`config.mk`:
```
export PLATFORM = sky130hd
export DESIGN_NAME = menu_screen_ctrl_flat
export DESIGN_NICKNAME = d
export VERILOG_FILES = /design/src/rtl/menu_pkg.sv /design/src/rtl/menu_screen_ctrl_if.sv /design/src/rtl/key_edge.sv /design/src/rtl/menu_screen_ctrl.sv /design/src/flat_wrapper.sv
export SDC_FILE = /design/constraint.sdc
export NUM_CORES = 1
export LEC_CHECK = 0
export CAP_MARGIN = 25
export CORE_MARGIN = 5
export CORE_UTILIZATION = 44
export CTS_CLUSTER_DIAMETER = 150
export DETAILED_ROUTE_END_ITERATION = 8
export PLACE_DENSITY = 0.9
export SETUP_SLACK_MARGIN = 0.15
export SYNTH_ARGS = -nofsm -noshare
export SYNTH_HDL_FRONTEND = slang
export SYNTH_HIERARCHICAL = 1
export SYNTH_SLANG_ARGS = --single-unit
```
`constraint.sdc`:
```
create_clock -name vga_clk -period 2.4 [get_ports vga_clk]
set_input_delay 0.48 -clock vga_clk [delete_from_list [all_inputs] [get_ports vga_clk]]
set_output_delay 0.48 -clock vga_clk [all_outputs]
set_load 0.005 [all_outputs]
```
`src/rtl/menu_pkg.sv`:
```
// -----------------------------------------------------------------------------
// menu_pkg
// Shared types and constants for the menu screen controller.
//   state_t  : controller states (ST_FADE_OUT only exists when the optional
//              fade feature is compiled in with MENU_SCREEN_CTRL_FADE_EN)
//   action_t : decoded key action
//   KEY_*    : USB HID keycodes that the controller reacts to
//   SCR_*    : screen_sel image codes
// -----------------------------------------------------------------------------
package menu_pkg;

    typedef enum logic [1:0] {
        ST_MENU      = 2'd0,
`ifdef MENU_SCREEN_CTRL_FADE_EN
        ST_FADE_OUT  = 2'd1,
`endif
        ST_PLAY      = 2'd2,
        ST_GAME_OVER = 2'd3
    } state_t;

    typedef enum logic [2:0] {
        ACT_NONE  = 3'd0,
        ACT_UP    = 3'd1,
        ACT_DOWN  = 3'd2,
        ACT_ENTER = 3'd3,
        ACT_ESC   = 3'd4
    } action_t;

    localparam logic [7:0] KEY_W     = 8'h1A;
    localparam logic [7:0] KEY_S     = 8'h16;
    localparam logic [7:0] KEY_ENTER = 8'h28;
    localparam logic [7:0] KEY_ESC   = 8'h29;

    localparam logic [1:0] SCR_MENU      = 2'd0;
    localparam logic [1:0] SCR_PLAY      = 2'd1;
    localparam logic [1:0] SCR_GAME_OVER = 2'd2;

    localparam logic [3:0] FADE_FULL = 4'd15;

    // Map a keycode to the action it triggers; unknown codes do nothing.
    function automatic action_t decode_key(input logic [7:0] code);
        case (code)
            KEY_W:     return ACT_UP;
            KEY_S:     return ACT_DOWN;
            KEY_ENTER: return ACT_ENTER;
            KEY_ESC:   return ACT_ESC;
            default:   return ACT_NONE;
        endcase
    endfunction

endpackage

```
`src/rtl/menu_screen_ctrl_if.sv`:
```
// -----------------------------------------------------------------------------
// menu_screen_ctrl_if
// Signal bundle between the video/keyboard/game side and menu_screen_ctrl.
//   DrawX, DrawY : current pixel position (frame tick at 0,0)
//   keycode      : USB HID keycode, 0x00 = no key
//   game_over    : one-cycle pulse from game logic
//   screen_sel   : image select (MENU / PLAY / GAME_OVER)
//   cursor_idx   : highlighted menu option
//   player_mode  : option latched at game start
//   game_start   : one-cycle pulse on entry to PLAY
//   fade_level   : palette scale, 15 full brightness .. 0 black
// master drives the inputs of the controller; slave is the controller.
// -----------------------------------------------------------------------------
interface menu_screen_ctrl_if;

    logic [9:0] DrawX;
    logic [9:0] DrawY;
    logic [7:0] keycode;
    logic       game_over;
    logic [1:0] screen_sel;
    logic [1:0] cursor_idx;
    logic [1:0] player_mode;
    logic       game_start;
    logic [3:0] fade_level;

    modport master (
        output DrawX, DrawY, keycode, game_over,
        input  screen_sel, cursor_idx, player_mode, game_start, fade_level
    );

    modport slave (
        input  DrawX, DrawY, keycode, game_over,
        output screen_sel, cursor_idx, player_mode, game_start, fade_level
    );

endinterface

```
`src/rtl/key_edge.sv`:
```
// -----------------------------------------------------------------------------
// key_edge
// Turns the level-type keycode into single key events and decodes them.
// A held key produces one event; releasing (0x00) produces none.
//   vga_clk   : pixel clock
//   reset_n   : synchronous active-low reset
//   i_keycode : raw USB HID keycode
//   o_action  : decoded action for this cycle, ACT_NONE if no event
// -----------------------------------------------------------------------------
module key_edge
    import menu_pkg::*;
(
    input  logic       vga_clk,
    input  logic       reset_n,
    input  logic [7:0] i_keycode,
    output action_t    o_action
);

    logic [7:0] r_prev_key;
    logic       w_event;

    // NOTE: clocked state is always written with non-blocking assignments so
    // every register samples the pre-edge values of its inputs.
    always_ff @(posedge vga_clk) begin
        if (!reset_n) begin
            r_prev_key <= 8'h00;
        end else begin
            r_prev_key <= i_keycode;
        end
    end

    assign w_event  = (i_keycode != 8'h00) && (i_keycode != r_prev_key);
    assign o_action = w_event ? decode_key(i_keycode) : ACT_NONE;

endmodule

```
`src/rtl/menu_screen_ctrl.sv`:
```
// -----------------------------------------------------------------------------
// menu_screen_ctrl
// Title-menu / play / game-over screen sequencer for a VGA game.
// Key events are collected into a single pending action per frame and
// committed on the frame tick (DrawX==0 && DrawY==0), so the visible screen
// and cursor only ever change at the start of a frame.
//   vga_clk : pixel clock, the only clock
//   reset_n : synchronous active-low reset
//   bus     : menu_screen_ctrl_if.slave (pixel position, keycode, game_over in;
//             screen_sel, cursor_idx, player_mode, game_start, fade_level out)
// Parameters: NUM_OPTIONS (2..4 cursor positions), FADE_STEP_FRAMES (1..15).
// Optional feature: define MENU_SCREEN_CTRL_FADE_EN to add a fade-out between
// MENU and PLAY; without it fade_level is fixed at 15.
// -----------------------------------------------------------------------------
module menu_screen_ctrl
    import menu_pkg::*;
#(
    parameter int NUM_OPTIONS      = 2,
    parameter int FADE_STEP_FRAMES = 2
) (
    input  logic              vga_clk,
    input  logic              reset_n,
    menu_screen_ctrl_if.slave bus
);

    localparam logic [1:0] CUR_LAST = 2'(NUM_OPTIONS - 1);

    if (NUM_OPTIONS < 2 || NUM_OPTIONS > 4) begin : g_bad_num_options
        $error("menu_screen_ctrl: NUM_OPTIONS must be in 2..4");
    end
    if (FADE_STEP_FRAMES < 1 || FADE_STEP_FRAMES > 15) begin : g_bad_fade_step
        $error("menu_screen_ctrl: FADE_STEP_FRAMES must be in 1..15");
    end

    state_t     r_state,       w_state_nxt;
    logic [1:0] r_cursor,      w_cursor_nxt;
    logic [1:0] r_mode,        w_mode_nxt;
    logic       r_game_start,  w_game_start_nxt;
    action_t    r_pending,     w_pending_nxt;
    logic       r_go_flag,     w_go_flag_nxt;
    action_t    w_action;
    logic       w_tick;
    logic       w_go_now;
    logic [1:0] w_screen_sel;

`ifdef MENU_SCREEN_CTRL_FADE_EN
    localparam logic [3:0] STEP_LAST = 4'(FADE_STEP_FRAMES - 1);
    logic [3:0] r_fade_level, w_fade_level_nxt;
    logic [3:0] r_fade_cnt,   w_fade_cnt_nxt;
`endif

    key_edge u_key_edge (
        .vga_clk   (vga_clk),
        .reset_n   (reset_n),
        .i_keycode (bus.keycode),
        .o_action  (w_action)
    );

    assign w_tick   = (bus.DrawX == 10'd0) && (bus.DrawY == 10'd0);
    // A game_over pulse on the tick cycle itself counts for that tick.
    assign w_go_now = r_go_flag || (bus.game_over && (r_state == ST_PLAY));

    always_ff @(posedge vga_clk) begin
        if (!reset_n) begin
            r_state      <= ST_MENU;
            r_cursor     <= 2'd0;
            r_mode       <= 2'd0;
            r_game_start <= 1'b0;
            r_pending    <= ACT_NONE;
            r_go_flag    <= 1'b0;
        end else begin
            r_state      <= w_state_nxt;
            r_cursor     <= w_cursor_nxt;
            r_mode       <= w_mode_nxt;
            r_game_start <= w_game_start_nxt;
            r_pending    <= w_pending_nxt;
            r_go_flag    <= w_go_flag_nxt;
        end
    end

`ifdef MENU_SCREEN_CTRL_FADE_EN
    always_ff @(posedge vga_clk) begin
        if (!reset_n) begin
            r_fade_level <= FADE_FULL;
            r_fade_cnt   <= 4'd0;
        end else begin
            r_fade_level <= w_fade_level_nxt;
            r_fade_cnt   <= w_fade_cnt_nxt;
        end
    end
`endif

    // NOTE: every variable gets a default at the top of the block so no path
    // leaves it unassigned, which would otherwise infer a latch.
    always_comb begin
        w_state_nxt      = r_state;
        w_cursor_nxt     = r_cursor;
        w_mode_nxt       = r_mode;
        w_game_start_nxt = 1'b0;
        w_go_flag_nxt    = w_go_now;
        w_pending_nxt    = (r_pending == ACT_NONE) ? w_action : r_pending;
`ifdef MENU_SCREEN_CTRL_FADE_EN
        w_fade_level_nxt = r_fade_level;
        w_fade_cnt_nxt   = r_fade_cnt;
`endif

        if (w_tick) begin
            // The tick opens a new frame window: an event in this very cycle
            // becomes the first pending action of the new frame.
            w_pending_nxt = w_action;
            w_go_flag_nxt = 1'b0;

            case (r_state)
                ST_MENU: begin
                    case (r_pending)
                        ACT_UP:    w_cursor_nxt = (r_cursor == 2'd0) ? CUR_LAST : r_cursor - 2'd1;
                        ACT_DOWN:  w_cursor_nxt = (r_cursor == CUR_LAST) ? 2'd0 : r_cursor + 2'd1;
                        ACT_ENTER: begin
                            w_mode_nxt = r_cursor;
`ifdef MENU_SCREEN_CTRL_FADE_EN
                            w_state_nxt    = ST_FADE_OUT;
                            w_fade_cnt_nxt = 4'd0;
`else
                            w_state_nxt      = ST_PLAY;
                            w_game_start_nxt = 1'b1;
`endif
                        end
                        default: ;
                    endcase
                end
`ifdef MENU_SCREEN_CTRL_FADE_EN
                ST_FADE_OUT: begin
                    // Each level is held for FADE_STEP_FRAMES ticks; level 0
                    // too, after which the game starts at full brightness.
                    if (r_fade_cnt == STEP_LAST) begin
                        w_fade_cnt_nxt = 4'd0;
                        if (r_fade_level == 4'd0) begin
                            w_state_nxt      = ST_PLAY;
                            w_fade_level_nxt = FADE_FULL;
                            w_game_start_nxt = 1'b1;
                        end else begin
                            w_fade_level_nxt = r_fade_level - 4'd1;
                        end
                    end else begin
                        w_fade_cnt_nxt = r_fade_cnt + 4'd1;
                    end
                end
`endif
                ST_PLAY: begin
                    if (w_go_now) begin
                        w_state_nxt = ST_GAME_OVER;
                    end else if (r_pending == ACT_ESC) begin
                        w_state_nxt = ST_MENU;
                    end
                end
                ST_GAME_OVER: begin
                    if (r_pending == ACT_ENTER || r_pending == ACT_ESC) begin
                        w_state_nxt  = ST_MENU;
                        w_cursor_nxt = 2'd0;
                    end
                end
                default: w_state_nxt = ST_MENU;
            endcase
        end
    end

    always_comb begin
        case (r_state)
            ST_PLAY:      w_screen_sel = SCR_PLAY;
            ST_GAME_OVER: w_screen_sel = SCR_GAME_OVER;
            default:      w_screen_sel = SCR_MENU;
        endcase
    end

    assign bus.screen_sel  = w_screen_sel;
    assign bus.cursor_idx  = r_cursor;
    assign bus.player_mode = r_mode;
    assign bus.game_start  = r_game_start;
`ifdef MENU_SCREEN_CTRL_FADE_EN
    assign bus.fade_level  = r_fade_level;
`else
    assign bus.fade_level  = FADE_FULL;
`endif

endmodule
```
`src/flat_wrapper.sv`:
```
// flat-port wrapper written by rule: the top's interface ports become plain ports
module menu_screen_ctrl_flat import menu_pkg::*;
#(
    parameter int NUM_OPTIONS      = 2,
    parameter int FADE_STEP_FRAMES = 2
)
  (vga_clk, reset_n, bus_DrawX, bus_DrawY, bus_keycode, bus_game_over, bus_screen_sel, bus_cursor_idx, bus_player_mode, bus_game_start, bus_fade_level);
  menu_screen_ctrl_if bus_i ();
  input  logic vga_clk;
  input  logic reset_n;
  input wire logic [$bits(bus_i.DrawX)-1:0] bus_DrawX;
  input wire logic [$bits(bus_i.DrawY)-1:0] bus_DrawY;
  input wire logic [$bits(bus_i.keycode)-1:0] bus_keycode;
  input wire logic [$bits(bus_i.game_over)-1:0] bus_game_over;
  output wire logic [$bits(bus_i.screen_sel)-1:0] bus_screen_sel;
  output wire logic [$bits(bus_i.cursor_idx)-1:0] bus_cursor_idx;
  output wire logic [$bits(bus_i.player_mode)-1:0] bus_player_mode;
  output wire logic [$bits(bus_i.game_start)-1:0] bus_game_start;
  output wire logic [$bits(bus_i.fade_level)-1:0] bus_fade_level;
  assign bus_i.DrawX = bus_DrawX;
  assign bus_i.DrawY = bus_DrawY;
  assign bus_i.keycode = bus_keycode;
  assign bus_i.game_over = bus_game_over;
  assign bus_screen_sel = bus_i.screen_sel;
  assign bus_cursor_idx = bus_i.cursor_idx;
  assign bus_player_mode = bus_i.player_mode;
  assign bus_game_start = bus_i.game_start;
  assign bus_fade_level = bus_i.fade_level;
  menu_screen_ctrl #(.NUM_OPTIONS(NUM_OPTIONS), .FADE_STEP_FRAMES(FADE_STEP_FRAMES)) u_core (.vga_clk(vga_clk), .reset_n(reset_n), .bus(bus_i));
endmodule
```
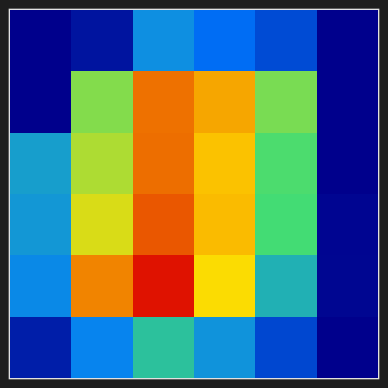
**Above:** run 1 (cell area per tile).
Scale: 6 px per um. The die is cut into 6 by 6 equal tiles; dark blue is low, red is high, 0 to 100% covered.
The emptiest ninth of the die: south-east. The fullest tile reaches 98%. The mean over all tiles is 40%.

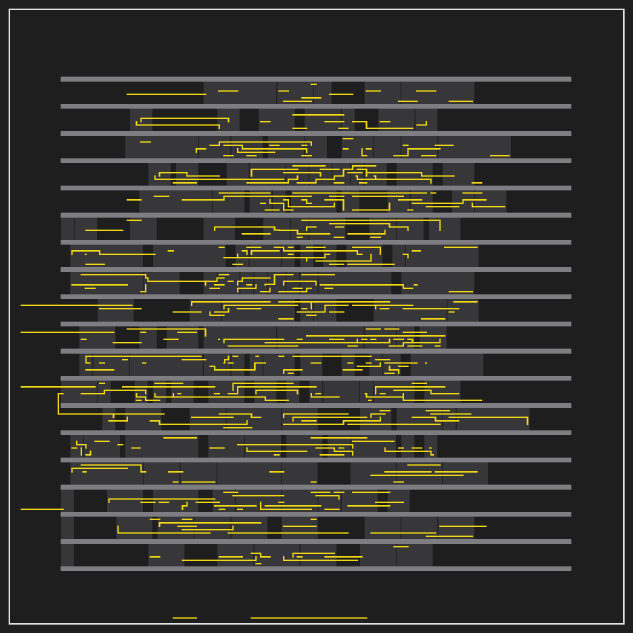
**Above:** run 1 (metal 1).
Scale: 10 px per um. Supply wires on this layer in gray. Cells faint in the background.
174 nets have wire on it. The wires run mostly horizontal. The longest straight run is 13.8 um. The layer carries 1110 um of wire.

==> reports/metrics.yaml, run 1 <==
status: "finished clean"
syn_inst: 128
route.detailed.drc: 0
syn_area_um2: 1160
gp_congestion: 0.815
initial_utilization_pct: 46.3
tool_warnings: 30
ant_nets: 0
dp_hpwl_mm: 2.25
max_freq_mhz: 512
endpoint: "u_core/bus.cursor_idx[0]"
routed-via-count: 1035
ff_type: "dfxtp_1"
crit_fanout: 6
seq_area_frac_synth_pct: 32.8
clockBufferDepth: 2
critPathTopFamily: "AND-OR/OR-AND gates"
worstReg2RegStart: "u_core/r_state[0]"
grtUsageTotal_pct: 16.6
p_clk_share_pct: 27.4
async_reset_ff_share_pct: 0
fin_crit_ps: 1950
cts.clk_slew.worst_paths_ps: 100
power_frac_seq_pct: 55.9
synth_cell_type_count: 42
antenna_cells: 0
vdd_ir_drop_max_mv: 0.428
drt_iter0_drc: 19
cp-start-kind: "register"
synth_flops: 19
cpMaxStageDelayCell: "a2111oi_2"
p_per_area_nw_per_um2: 376
yosys.area.top_type: "dfxtp_1"
fin_area_um2: 1550
rr_endpoint: "u_core/bus.cursor_idx[0]"
syn2layout_area_growth_pct: 33.9
ctsResizeCount: 0
cts_max_level: 1
finClkSkew_ps: 3.86
ys_area_um2: 1160
grt_remaining_overflow: 0
drive_above_1_share_pct: 8.48
yosysCellCount: 128
muxShareOfSynthArea_pct: 4.32
clock-root-buffer: "clkbuf_4"
grt_pass1_vias: 1091
report.final.hold_viol_count: 0
setup_viol: 0
common_cells: "dfxtp_1 (19), nand2_1 (14), nor2_1 (10)"
p_int_uw: 449
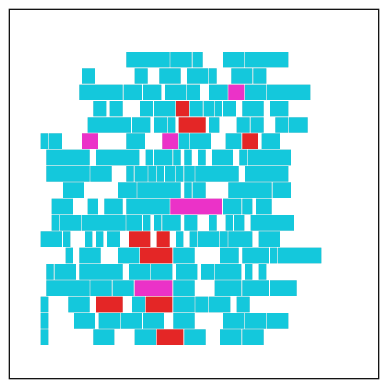
**Above:** run 1 (drive-strength map).
Scale: 6 px per um.
Key: cyan = drive 1 or less [cells 151, share 92%, most used clkdlybuf4s50_1]; red = drive 2 [cells 9, share 5.5%, most used nor4_2]; magenta = drive 3 to 4 [cells 5, share 3.0%, most used clkbuf_4]

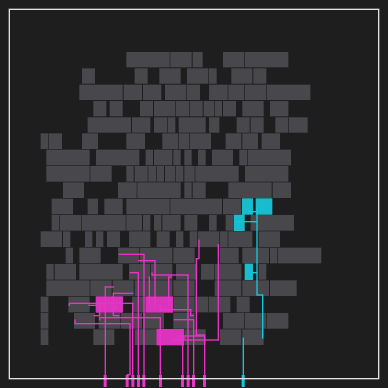
**Above:** run 1 (I/O nets highlighted).
Scale: 6 px per um.
Key: cyan = bus_game_over [direction input, end cells 4, wire 35.0 um]; magenta = bus_DrawY [direction input, end cells 3, wire 257 um]
IO Pins: 42
Port Buf Inserts: 37

run 1: registers in the layout, indices dropped and copies added (netlist names):
register / flops
u_core/bus.player_mode: 2
u_core/r_pending: 3
u_core/bus.cursor_idx: 2
u_core/r_state: 2
u_core/r_go_flag: 1
u_core/u_key_edge/r_prev_key: 8
u_core/bus.game_start: 1
run 1: through the flow:
stage                     total power (uW)  setup slack (ps)  hold WS (ps)  utilization [%]  cells
after global placement                 427               269           449             61.0    191
after global routing                   614               251           499             62.1    195
after detailed placement               431               184           448             61.0    191
after CTS                              588               432           463             62.1    195
final                                  583               449           464             62.1    195
after floorplan                        371               678           451                -    131
run 1: routing by layer:
metal,part of all wire (%),wire [um],GRT usage (%),vias to the layer above
li1,-,-,-,514
met1,41,1110,17.6,481
met2,53,1440,29.8,32
met3,3.8,105,4.19,8
met4,3.0,82,8.98,0
met5,0,0,0,-
run 1: cell families (layout without fill, tap and decap cells):
kind of cell    Yosys count  count (layout)
other cells               1               4
xor+xnor                  9               9
flops                    19              19
buf+inv                  11              45
mux                       5               5
compound gates           17              17
simple gates             61              61
fa+ha+maj                 5               5
run 1: worst min path at each step:
stage	from	endpoint	slack, ps	depth (start not counted)
floorplan	u_core/bus.cursor_idx[1]	u_core/bus.cursor_idx[1]	450	2
global placement	u_core/bus.player_mode[1]	u_core/bus.player_mode[1]	450	2
detailed placement	u_core/bus.player_mode[0]	u_core/bus.player_mode[0]	450	2
CTS	u_core/bus.player_mode[0]	u_core/bus.player_mode[0]	460	2
global route	u_core/bus.player_mode[0]	u_core/bus.player_mode[0]	500	2
finish	u_core/bus.player_mode[0]	u_core/bus.player_mode[0]	460	2
run 1: worst reg2reg max path: cells and delay by family, from the launching register on:
kind / cells / cell delay [ps]
AND-OR/OR-AND: 2 / 590
adder cells (fa/ha/maj): 1 / 290
buffers and inverters: 1 / 100
flip-flops: 1 / 390
multiplexers: 1 / 220
AND/OR/NAND/NOR: 1 / 300
run 1: area by class of cell:
type                       count  area share, %
tap                           30           2.42
timing repair buffer          37           23.9
clock buffer                   4           1.69
inverter                       4          0.968
sequential                    19           24.5
multi-input combinational    101           46.5
run 1: power groups by stage:
stage	Sequential (uW)	Combinational [uW]	Clock (uW)
final	326	97.0	160
after global routing	327	105	181
after CTS	326	97.6	164
after detailed placement	334	97.2	0
after global placement	333	93.9	0
after floorplan	333	37.9	0
run 1: cells in the final DEF (no fill, tap or decap), types with 2 or more instances in the layout:
cell type        instances
nor3_1                   2
nand2b_1                 3
clkdlybuf4s50_1         37
a21oi_1                  6
ha_1                     5
nor4_2                   4
nand2_1                 14
nor2_1                  10
conb_1                   4
nor4_1                   2
nor3b_1                  2
dfxtp_1                 19
o22ai_1                  3
and2_1                   9
inv_1                    4
xnor2_1                  8
nand4_1                  2
clkbuf_4                 3
mux2i_1                  5
==> run 1 -> run 2 <==
clock period = 1.9 ns   (was 2.4 ns; I/O delays follow)
==> run 2 against run 1 <==
Core utilization grew 5.5 points. Sequential share of layout area shrank 1.7 points. Sequential power grew 26%. Global-route usage grew 1.4 points. Setup slack lost 300 ps. Synthesized area is the same. First-iteration DRC count grew to 2.5 times the previous value. Critical path depth shrank 1. Critical path type is now input pin to register.
==> reports/metrics.yaml, run 2 <==
status: "finished clean"
grt_remaining_overflow: 0
largest_reg_flops: 8
dp_hpwl_mm: 2.51
clock-root-buffer: "clkbuf_4"
dpl.cell_count: 198
report.final.hold_viol_count: 0
tool_warnings: 31
endpoint: "u_core/bus.cursor_idx[0]"
ant_nets: 0
route.detailed.drc: 0
p_per_area_nw_per_um2: 442
instances_no_fill: 203
syn_area_um2: 1160
lay_top_count: "clkdlybuf4s50_1"
fin_crit_ps: 1750
syn_inst: 128
common_cells: "dfxtp_1 (19), nand2_1 (14), nor2_1 (10)"
lay_top_cells: "clkdlybuf4s50_1 (35), dfxtp_1 (17), nand2_1 (14)"
crit_fanout: 3
io_pins: 42
seq_area_frac_synth_pct: 32.8
setup_viol: 0
io_buffers: 37
cts.clk_slew.worst_paths_ps: 100
yosysCellCount: 128
grt_pass1_vias: 1108
async_reset_ff_share_pct: 0
finClkSkew_ps: 3.29
worstReg2RegStart: "u_core/r_state[0]"
syn2layout_area_growth_pct: 45.8
top_register: "u_core/u_key_edge/r_prev_key"
clockBufferDepth: 2
reg.largest.list: "u_core/u_key_edge/r_prev_key (8), u_core/r_pending (3)"
drt_iter0_drc: 48
fin_area_um2: 1690
routed-via-count: 1095
synth_flops: 19
cp-start-kind: "input pin"
vdd_ir_drop_max_mv: 0.555
dp_slack_ps: -290
antenna_cells: 0
run 2: cell count changes in the layout (fill, tap and decap cells not counted), sizes merged:
cell,change
clkinv,+1
clkdlybuf4s50,-2
dlygate4sd2,+2
buf,+8
clkbuf,-1
run 2: metrics by stage:
step	power [uW]	hold slack, ps
after floorplan	468	451
after global placement	543	448
after detailed placement	549	457
after CTS	747	472
after global routing	780	494
final	746	468
run 2: logic make-up after synthesis:
group	synth area share (%)
compound gates	10.7
xor+xnor	6.80
fa+ha+maj	5.40
buf+inv	5.83
flops	32.8
mux	4.32
other cells	0.324
simple gates	33.8
run 2: what timing repair did:
item,in CTS,in global routing
gates resized,7,10
pin swaps,1,4
setup buffers,1,0
hold endpoints to repair,0,0
endpoints found under the setup margin,4,6
run 2: worst max-delay path, cell delays in order:
cell             delay [ps]
clkdlybuf4s50_1         460
nor4_4                  380
nand3_4                 150
a2111oi_4               370
mux2i_1                 250
run 2: final cells by class:
type	count	share of cell area, %
timing repair buffer	45	25.3
multi-input combinational	101	47.0
tap	30	2.22
sequential	19	22.8
inverter	4	1.04
clock buffer	3	1.33
clock inverter	1	0.296
run 2: layer usage:
layer | share of wire [%] | vias to the layer above | GRT usage [%] | wire [um]
li1 | - | 534 | - | -
met4 | 2.2 | 0 | 5.57 | 72
met1 | 36 | 512 | 19.0 | 1140
met5 | 0 | - | 0 | 0
met2 | 57 | 41 | 35.0 | 1810
met3 | 5.5 | 8 | 3.77 | 177
run 2: how the worst min path moves through the flow:
stage | from | to | slack [ps] | depth (start not counted)
6_report | u_core/bus.player_mode[0] | u_core/bus.player_mode[0] | 470 | 2
3_5_place_dp | u_core/bus.player_mode[0] | u_core/bus.player_mode[0] | 460 | 2
2_1_floorplan | u_core/bus.cursor_idx[1] | u_core/bus.cursor_idx[1] | 450 | 2
4_1_cts | u_core/bus.player_mode[0] | u_core/bus.player_mode[0] | 470 | 2
5_1_grt | u_core/bus.player_mode[0] | u_core/bus.player_mode[0] | 490 | 2
3_3_place_gp | u_core/bus.player_mode[1] | u_core/bus.player_mode[1] | 450 | 2
run 2: power by group:
| part | leakage (uW) | internal, uW | switching [uW] |
|---|---|---|---|
| logic | 0.000434 | 83.0 | 50.6 |
| clock network | 0.0000177 | 78.8 | 122 |
| registers | 0.000157 | 406 | 5.47 |
| total | 0.000609 | 568 | 178 |
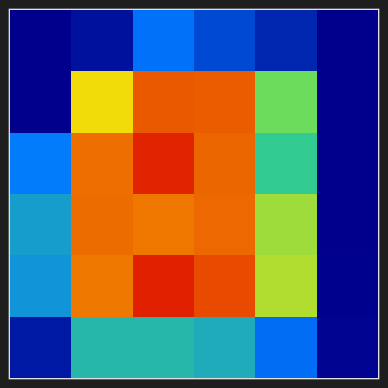
**Above:** run 2 (cell area per tile).
Scale: 6 px per um. The die is cut into 6 by 6 equal tiles; dark blue is low, red is high, 0 to 100% covered.
31% of the tiles are over 75% full. The fullest tile reaches 96%. The emptiest ninth of the die: north-east.

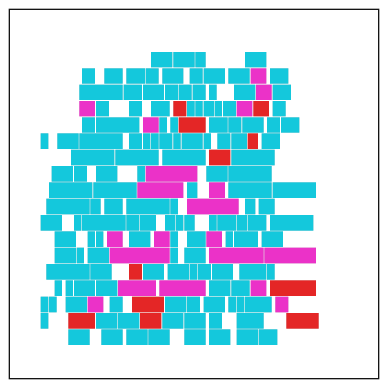
**Above:** run 2 (drive-strength map).
Scale: 6 px per um.
Key: red = drive 2 [cells 11, share 6.4%]; magenta = drive 3 to 4 [cells 20, share 12%, most used buf_4]; cyan = drive 1 or less [cells 142, share 82%, most used clkdlybuf4s50_1]

==> run 2 -> run 3 <==
ABC_AREA = 1   (was unset)
CORE_UTILIZATION = 45   (was 44)
GPL_TIMING_DRIVEN = 0   (was unset)
==> run 3 against run 2 <==
Via count rose by 10%. Clock power decreased by 2%. Power shrank 0.35%. Final area up 1.1%. Clock-buffer cell count stayed put. Die size increased by 5.3%. Sequential power about the same. Clock skew is 1.6 ps higher. Register-to-register slack gained 240 ps. Fmax is 3.7% higher. Core utilization fell by 4.5 points. Synthesized area rose by 8.7%. Critical path type is now register to primary output. Critical endpoint is now bus_screen_sel[0]. Largest cell class unchanged. Largest power group unchanged.
==> reports/metrics.yaml, run 3 <==
status: "finished clean"
reg.largest.list: "u_core/u_key_edge/r_prev_key (8), u_core/r_pending (3)"
p_clk_share_pct: 26.5
initial_utilization_pct: 46.5
largest_reg_flops: 8
route.detailed.drc: 0
path_cells: "inv_2, ha_1, clkdlybuf4s50_1"
seq_area_frac_synth_pct: 30.2
io_pins: 42
ant_nets: 0
ys_area_um2: 1260
cts.clk_slew.worst_paths_ps: 110
syn2layout_area_growth_pct: 35.6
grt_remaining_overflow: 0
crit_fanout: 3
synth_flops: 19
yosys.area.top_type: "dfxtp_1"
ff_type: "dfxtp_1"
whs_ps: 376
drt_iter0_drc: 24
fin_crit_ps: 1690
comb_power_share_pct: 18.0
p_int_uw: 567
max_freq_mhz: 591
grtUsageTotal_pct: 13.2
gp_congestion: 0.829
dpl.cell_count: 269
grt_pass1_vias: 1166
cp-start-kind: "register"
power_frac_seq_pct: 55.5
top_register: "u_core/u_key_edge/r_prev_key"
cts_max_level: 1
p_per_area_nw_per_um2: 435
clockBufferDepth: 2
antenna_cells: 0
routed-via-count: 1209
lay_top_cells: "nand2_1 (61), clkdlybuf4s50_1 (36), inv_1 (31)"
async_reset_ff_share_pct: 0
synth_cell_type_count: 27
cpMaxStageDelayCell: "clkdlybuf4s50_1"
finClkSkew_ps: 4.91
syn_area_um2: 1260
dp_hpwl_mm: 2.10
run 3: netlist changes by cell type after synthesis, sizes merged, moves of 6 or more:
cell   delta
nand2    +49
inv      +33
nor2     +21
nand3    +14
and2      -9
nor4      -6
run 3: kinds of logic (layout without fill, tap and decap cells):
kind of cell / after synthesis / after routing / synth area share, %
flops: 19 / 19 / 30.2
xor+xnor: 3 / 3 / 2.09
other cells: 1 / 4 / 0.298
buf+inv: 43 / 84 / 14.1
simple gates: 122 / 122 / 45.5
compound gates: 6 / 6 / 2.88
fa+ha+maj: 5 / 5 / 4.97
run 3: what timing repair did:
item,4_1_cts,5_1_grt
resized,3,0
endpoints found under the hold margin,0,0
setup endpoints to repair,2,0
setup buffers,1,0
run 3: worst paths after layout:
check | startpoint | end | slack (ps) | depth (start not counted)
max | u_core/r_state[0] | bus_screen_sel[0] | 210 | 3
min reg2reg | u_core/bus.cursor_idx[1] | u_core/bus.cursor_idx[1] | 490 | 2
min | reset_n | u_core/r_state[1] | 380 | 3
max reg2reg | u_core/r_state[0] | u_core/r_state[1] | 390 | 9
run 3: worst max-delay path: cells and delay by family, from the launching register on:
| kind | cells | cell delay, ps |
|---|---|---|
| buffers and inverters | 2 | 540 |
| adders and majority gates | 1 | 130 |
| DFF | 1 | 350 |
run 3: stage by stage:
stage	setup WS, ps	power (uW)	cell area (um^2)
finish	209	744	1710
global route	158	789	1710
CTS	188	760	1710
detailed placement	75.5	556	1670
global placement	91.5	552	1670
floorplan	574	479	1270
run 3: power by group through the flow:
| stage | registers, uW | clock network, uW | logic [uW] |
|---|---|---|---|
| 3_3_place_gp | 421 | 0 | 131 |
| 6_report | 412 | 197 | 134 |
| 2_1_floorplan | 421 | 0 | 58.9 |
| 5_1_grt | 414 | 224 | 151 |
| 4_1_cts | 413 | 213 | 135 |
| 3_5_place_dp | 422 | 0 | 134 |
run 3: final cells by class:
cell class / instances / area (um^2) / area share (%)
Inverter: 37 / 139 / 8.13
Sequential cell: 19 / 383 / 22.4
Buffer: 6 / 38.8 / 2.27
Clock buffer: 3 / 22.5 / 1.32
Tap cell: 31 / 38.8 / 2.27
Multi-Input combinational cell: 140 / 713 / 41.8
Clock inverter: 1 / 5.00 / 0.293
Timing Repair Buffer: 37 / 368 / 21.5
run 3: routing by layer:
metal	global-route usage [%]	up-vias	wire, um
li1	-	677	-
met1	14.9	502	1060
met2	24.2	28	1220
met3	3.60	2	203
met4	3.18	0	10
met5	0	-	0
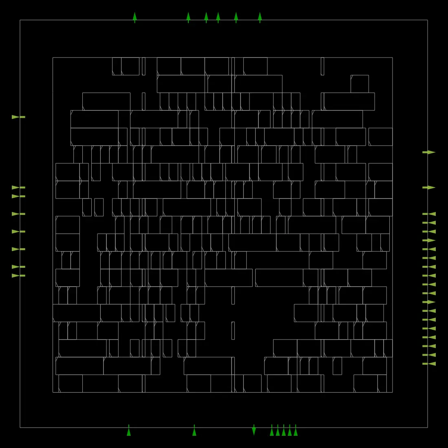
**Above:** run 3 (cell outlines without signal wires).
Final Non-Filler Cells: 274
# fillers: 262
Final Util: 63.0%
sequential share of cell area: 22.4%

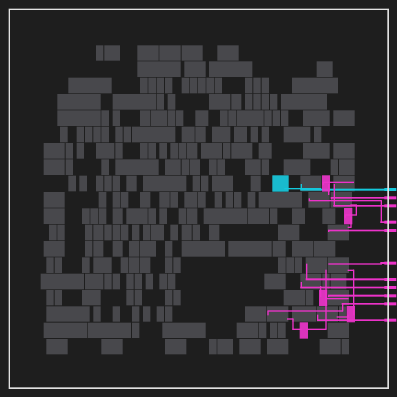
**Above:** run 3 (I/O nets highlighted).
Scale: 6 px per um.
Key: magenta = bus_DrawY [direction input, end cells 5, wire 178 um]; cyan = bus_game_over [direction input, end cells 1, wire 20.8 um]
Port Buf Inserts: 36

Power figures rest on the tool's default switching activity, not on a simulated workload.
